==> config.mk <==
export PLATFORM = sky130hd
export DESIGN_NAME = uart_tx_arbiter
export DESIGN_NICKNAME = d
export VERILOG_FILES = /design/src/rtl/uart_pkg.sv /design/src/rtl/uart_rr_pick.sv /design/src/rtl/uart_tx_arbiter.sv
export SDC_FILE = /design/constraint.sdc
export NUM_CORES = 1
export LEC_CHECK = 0
export ABC_AREA = 1
export CORE_MARGIN = 2
export CORE_UTILIZATION = 52
export DETAILED_ROUTE_END_ITERATION = 12
export PLACE_DENSITY = 0.89
export SLEW_MARGIN = 20
export SYNTH_ARGS = -nofsm -noshare
export SYNTH_HDL_FRONTEND = slang
export SYNTH_SLANG_ARGS = --single-unit
==> constraint.sdc <==
create_clock -name i_CLK -period 4.6 [get_ports i_CLK]
set_input_delay 0.69 -clock i_CLK [delete_from_list [all_inputs] [get_ports i_CLK]]
set_output_delay 0.69 -clock i_CLK [all_outputs]
set_load 0.01 [all_outputs]
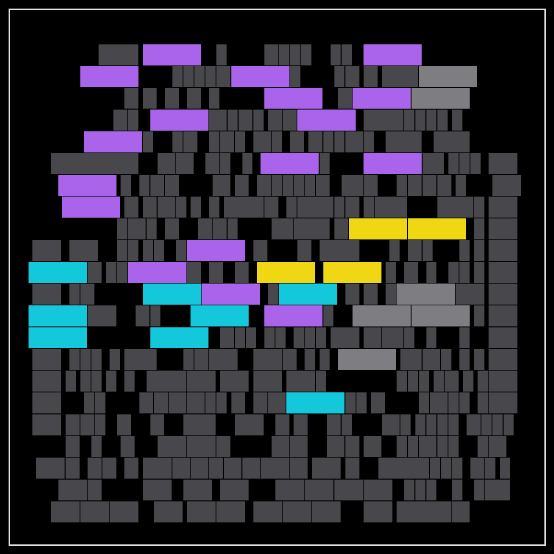
**Above:** run 1 (sequential cells colored by netlist name).
(8 px per um)
[o_TX_BYTE] cyan | flops: 8
[gnt_q] yellow | flops: 4
[cnt] purple | flops: 17
not colored: 6
Seq group: 0.416 mW
Seq/total area: 26.2%
Register Area: 701 sq um
final core utilization: 71.9%

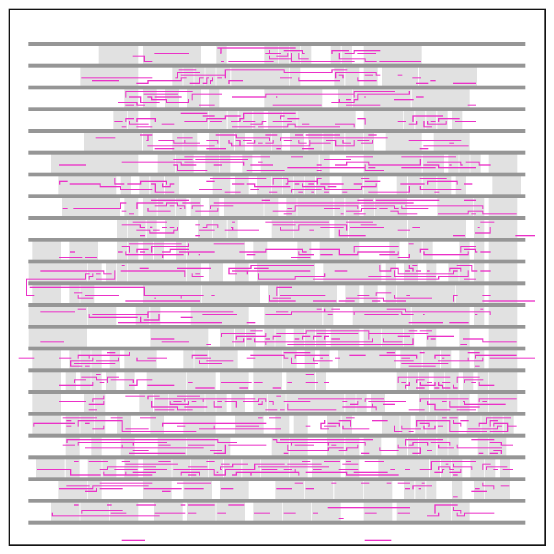
**Above:** run 1 (M1 wires).
(8 px per um) Supply wires on this layer in gray. Cells faint in the background.
wire length on this layer: 2150 um
share of all routed wire: 45%
main direction: horizontal
longest straight run: 24.8 um
nets with wire on the layer: 360
drt total wl: 4.74 mm
Via Count: 2102
met1 Usage GRT: 26.9%

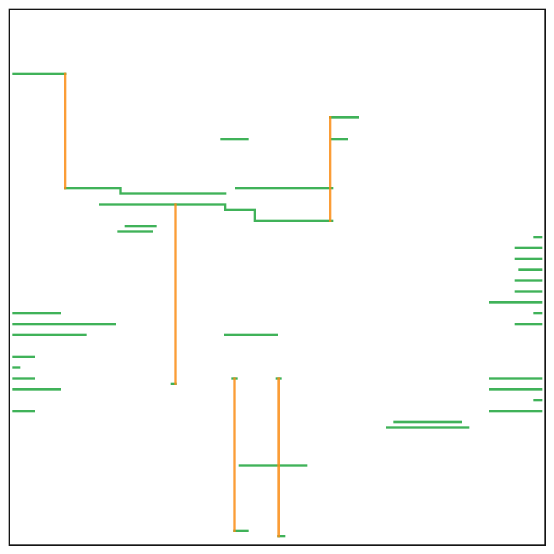
**Above:** run 1 (routed metal, one color a layer).
(8 px per um) Two of the layers only.
[M3] green | wire length: 210 um
[M4] orange | wire length: 88.4 um
Total Routing Usage GR: 22.5%
wire per inst: 11.7 um

==> qor.yml, run 1 <==
worst_setup_path:
  start_kind: "input port"
  r2r_setup_slack_ps: 2170
  required_ps: 4760
  crit_path_end_kind: "flip-flop"
power:
  max-vdd-ir-drop_mv: 0.331
  p_per_area_nw_per_um2: 532
  p_leak_nw: 1.19
  p_switching_mw: 0.610
  p_seq_share_pct: 29.3
timing:
  max_freq_ghz: 0.403
  setup-tns-final_ps: 0
  grt_setup_unrepaired: "false"
  clock_skew_ps: 10.2
  finalSetupViolCount: 0
  slew_headroom_pct: 57.1
  fin_crit_ps: 2480
  hold_ws_ps: 464
  worst_pin_slew_ps: 644
  hold_viol: 0
hold_path:
  hp-class: "reg2reg"
  min_path_cells: 2
cells_and_area:
  drive_above_1_share_pct: 5.59
  area.growth.synth_to_final_pct: 30.3
  layout_top_cell: "nand2_1"
  fin_nets: 402
  logic_area_sq_um: 1110
  num_antenna_cells: 0
routing:
  drc_errors: 0
  antenna_left: 0
  vias_per_cell: 5.18
  firstDrtPassIters: 5
  drt-initial-drc-count: 99
synth:
  simple_gate_share_pct: 36.9
  ys_ff: 35
  yosys_cells: 306
  synth_seq_share_pct: 34.2
  edf_count: 0
  yosys_area_sq_um: 2050
  netlist-cell-type-count: 32
  avgSynthCellArea_sq_um: 6.70
  synth-async-reset-ratio_pct: 0
  logic_family: "simple AND/OR/NAND/NOR gates"
  synthAoiAreaFrac_pct: 13.7
  adder_share_pct: 3.66
global_routing:
  antenna_found_initial: 0
  grt_use_met3_pct: 4.39
  grt_max_degree: 26
  grt_pass1_vias: 1864
  gr-total-overflow: 0
  grt_pass1_wl_mm: 7.73
run:
  cap_violations: 0
  warning_count: 30
clock_network:
  ctsResizeCount: 0
  ctsHoldBuffers: 0
  post_cts_buffers: 0
  cts_inserted_buffers: 5
  cts_htree_levels: 2
placement:
  gp_congestion: 0.796
  dp_hpwl_mm: 3.60
outcome:
  status: "finished clean"
die:
  row_count: 22
  fp_util_pct: 55.2
## run 1: layer usage
metal | vias up | share of wire, %
li1 | 1109 | -
met1 | 932 | 45
met2 | 51 | 48
met3 | 10 | 4.4
met4 | 0 | 1.9
met5 | - | 0
## run 1: through the flow
step                area (sq um)  power [mW]  instances
global placement            2570        1.14        399
detailed placement          2570        1.16        399
CTS                         2670        1.42        406
finish                      2670        1.42        406
floorplan                   2050        1.00        306
global route                2670        1.53        406
## run 1: power groups by stage
stage	logic (mW)	registers [mW]	clock network, mW
after CTS	0.744	0.416	0.265
after global placement	0.719	0.420	0
final	0.744	0.416	0.261
after floorplan	0.581	0.423	0
after detailed placement	0.737	0.421	0
after global routing	0.829	0.424	0.275
## run 1: cell type report
class | count | area share (%)
Inverter | 41 | 5.85
Multi-Input combinational cell | 221 | 41.7
Clock inverter | 1 | 1.12
Sequential cell | 35 | 26.2
Timing Repair Buffer | 54 | 20.1
Tap cell | 48 | 2.25
Clock buffer | 6 | 2.72
## run 1: Yosys cell counts (2+ instances only)
master	n	area (sq um)
nor3_1	3	15.0
ha_1	6	75.1
o211ai_1	3	22.5
inv_1	37	139
nand4_1	15	93.8
nor4_1	2	12.5
dfxtp_1	35	701
nand3_1	33	165
buf_6	4	45.0
nor2_1	28	105
a31oi_1	2	12.5
clkinv_1	2	7.51
o21ai_0	23	115
buf_2	2	10.0
nand2_1	75	282
nand2_2	4	25.0
a21oi_1	17	85.1
## run 1: worst max-delay path, cell delays in order
cell,delay [ps]
clkdlybuf4s50_1,520
a21oi_1,560
clkinv_1,420
or3_1,450
==> inputs of run 2 (changes only) <==
- CORE_UTILIZATION: 52 -> 49
- PLACE_DENSITY: 0.89 -> 0.84
- clock period: 4.6 -> 2.3 ns (I/O delays scaled with it)
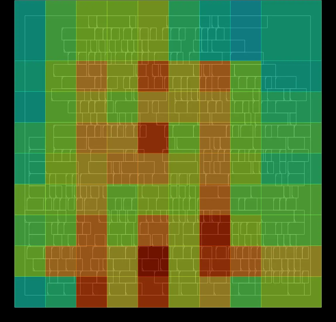
**Above:** run 2 (routing congestion map).
final core utilization: 68.9%
met3 global-route usage: 6.33%

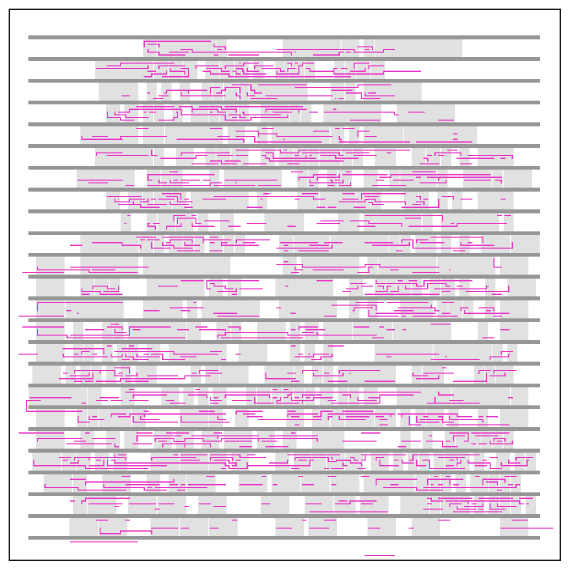
**Above:** run 2 (M1 wires).
(8 px per um) Supply wires on this layer in gray. Cells faint in the background.
drt total wl: 4.96 mm
Via Count: 2163
met1 Usage GRT: 28.1%

==> run 2 against run 1 <==
Net effect: clock skew shrank 4.9 ps; count of clock-buffer cells in the layout shrank 1; wire length grew 4.8%; register-to-register slack lost 1900 ps; utilization shrank 2.9 points; sequential power grew 99%; sequential share of layout area shrank 0.82 points; sequential cell count is the same; first-iteration DRC count shrank 8.1%; via count grew 2.9%; critical path type is now reg2out; highest routed layer unchanged.
==> qor.yml, run 2 <==
placement:
  dp_hpwl_mm: 3.68  # +2.0%
  dp.cells: 405  # +1.5%
  gp_congestion: 0.796  # about the same
timing:
  fin_crit_ps: 2060
  max_freq_ghz: 0.486
  slew_headroom_pct: 67.2  # +10 points
  final_max_slew_viol_count: 0
  finalSetupViolCount: 0  # unchanged
  worst_pin_slew_ps: 488  # -156 ps
  finalClockPeriodUsage_pct: 89.5
  setup-tns-final_ps: 0  # unchanged
  clock_skew_ps: 5.36  # -4.87 ps
  grt_setup_unrepaired: "false"
  hold_viol: 0  # unchanged
die:
  fp_util_pct: 51.3  # -3.9 points
  dieArea_sq_um: 4720
  coreArea_sq_um: 4000
  row_count: 23  # +4.5%
  die.size.y_um: 68.7
  die_w_um: 68.7
cells_and_area:
  fin_cells: 413  # +1.7%
  num_antenna_cells: 0  # unchanged
  layout_top_cell: "nand2_1"
  area.growth.synth_to_final_pct: 34.5
  largest_register_ffs: 17
  final_cell_mix: "nand2_1 (75), clkdlybuf4s50_1 (53), inv_1 (37)"
  fin_nets: 406  # +1.0%
  drive_above_1_share_pct: 7.99  # +2.4 points
synth:
  synth_seq_share_pct: 34.2  # unchanged
  synth-async-reset-ratio_pct: 0  # unchanged
  yosys_cells: 306  # unchanged
  flop_cell: "dfxtp_1"
  synthTopCellsByArea: "dfxtp_1 (34%), nand2_1 (14%), nand3_1 (8.1%), inv_1 (6.8%), o21ai_0 (5.6%)"
  netlist-cell-type-count: 32  # unchanged
  edf_count: 0  # unchanged
  largest_area_cell: "dfxtp_1"
  ys_ff: 35  # unchanged
  top_cell: "nand2_1"
  synth_largest_type_area_fraction_pct: 34.2  # unchanged
  yosys_area_sq_um: 2050  # unchanged
  common_cells: "nand2_1 (75), inv_1 (37), dfxtp_1 (35)"
  avgSynthCellArea_sq_um: 6.70  # unchanged
clock_network:
  cts_inserted_buffers: 5  # unchanged
  post_cts_buffers: 0  # unchanged
  cts.sinks: 35
  cts_htree_levels: 2  # unchanged
routing:
  vias_per_cell: 5.24  # +1.2%
  wl_per_cell_um: 12.0  # +3.0%
  drt-initial-drc-count: 91  # -8.1%
  antenna_left: 0  # unchanged
  drc_errors: 0  # unchanged
  firstDrtPassIters: 4  # -1
power:
  p_total_mw: 3.06  # +120%
  p_switching_mw: 1.26  # +110%
  p_leak_nw: 1.22  # +2.8%
  p_per_area_nw_per_um2: 1110  # +110%
  max-vdd-ir-drop_mv: 0.540  # +63%
  p_sw_share_pct: 41.2
  p_seq_share_pct: 27.1  # -2.2 points
global_routing:
  grt_max_degree: 26  # unchanged
  grt_pass1_vias: 1952  # +4.7%
  antenna_found_initial: 0  # unchanged
  grt_pass1_wl_mm: 8.34  # +7.9%
  gr-total-overflow: 0  # unchanged
  grt.total_usage_pct: 23.3  # +0.79 points
hold_path:
  min_path_cells: 2  # unchanged
  hp-class: "reg2reg"
worst_setup_path:
  start_kind: "flip-flop"
  r2r_setup_slack_ps: 310  # -1860 ps
  required_ps: 1960  # -2800 ps
  crit_path_end_kind: "output port"
outcome:
  status: "finished clean"
run:
  cap_violations: 0  # unchanged
  warning_count: 30  # unchanged
-- run 2: kinds of logic after synthesis --
kind of cell / Yosys count / share of synthesized area (%)
simple gates: 166 / 36.9
buf+inv: 50 / 11.5
compound gates: 49 / 13.7
flops: 35 / 34.2
fa+ha+maj: 6 / 3.66
-- run 2: cell type report --
cell class / instances / area, sq um / share of cell area, %
Clock buffer: 5 / 68.8 / 2.50
Clock inverter: 3 / 67.6 / 2.45
Inverter: 41 / 156 / 5.67
Multi-Input combinational cell: 221 / 1130 / 41.1
Sequential cell: 35 / 701 / 25.4
Tap cell: 50 / 62.6 / 2.27
Timing Repair Buffer: 58 / 568 / 20.6
-- run 2: critical path, stage by stage, from the launching register on --
cell and delay, ps:
dfxtp_1 330, inv_1 130, ha_1 270, nand2_1 80, inv_1 80, clkdlybuf4s50_1 550
-- run 2: power by group through the flow --
stage	combinational (mW)	clock, mW	sequential [mW]
finish	1.57	0.660	0.829
global route	1.77	0.698	0.846
CTS	1.53	0.669	0.829
detailed placement	1.52	0	0.840
global placement	1.48	0	0.837
floorplan	1.16	0	0.846
-- run 2: repair_timing --
item,CTS,global route
hold buffers,0,0
gates resized,0,4
endpoints found under the setup margin,0,3
-- run 2: stage by stage --
stage / hold slack [ps] / utilization, % / instance area, sq um / setup slack, ps
after global placement: 446 / 65.0 / 2600 / 160
after floorplan: 414 / - / 2050 / 306
after detailed placement: 451 / 65.0 / 2600 / 123
after global routing: 486 / 68.9 / 2760 / 87.1
final: 463 / 68.9 / 2760 / 241
after CTS: 463 / 68.4 / 2740 / 155
-- run 2: per-layer routing --
layer | share of wire [%] | GRT usage [%]
met5 | 0 | 0
met4 | 2.7 | 7.11
met3 | 4.1 | 6.33
met2 | 48 | 40.3
met1 | 45 | 28.1
Power and IR drop assume default switching activity.
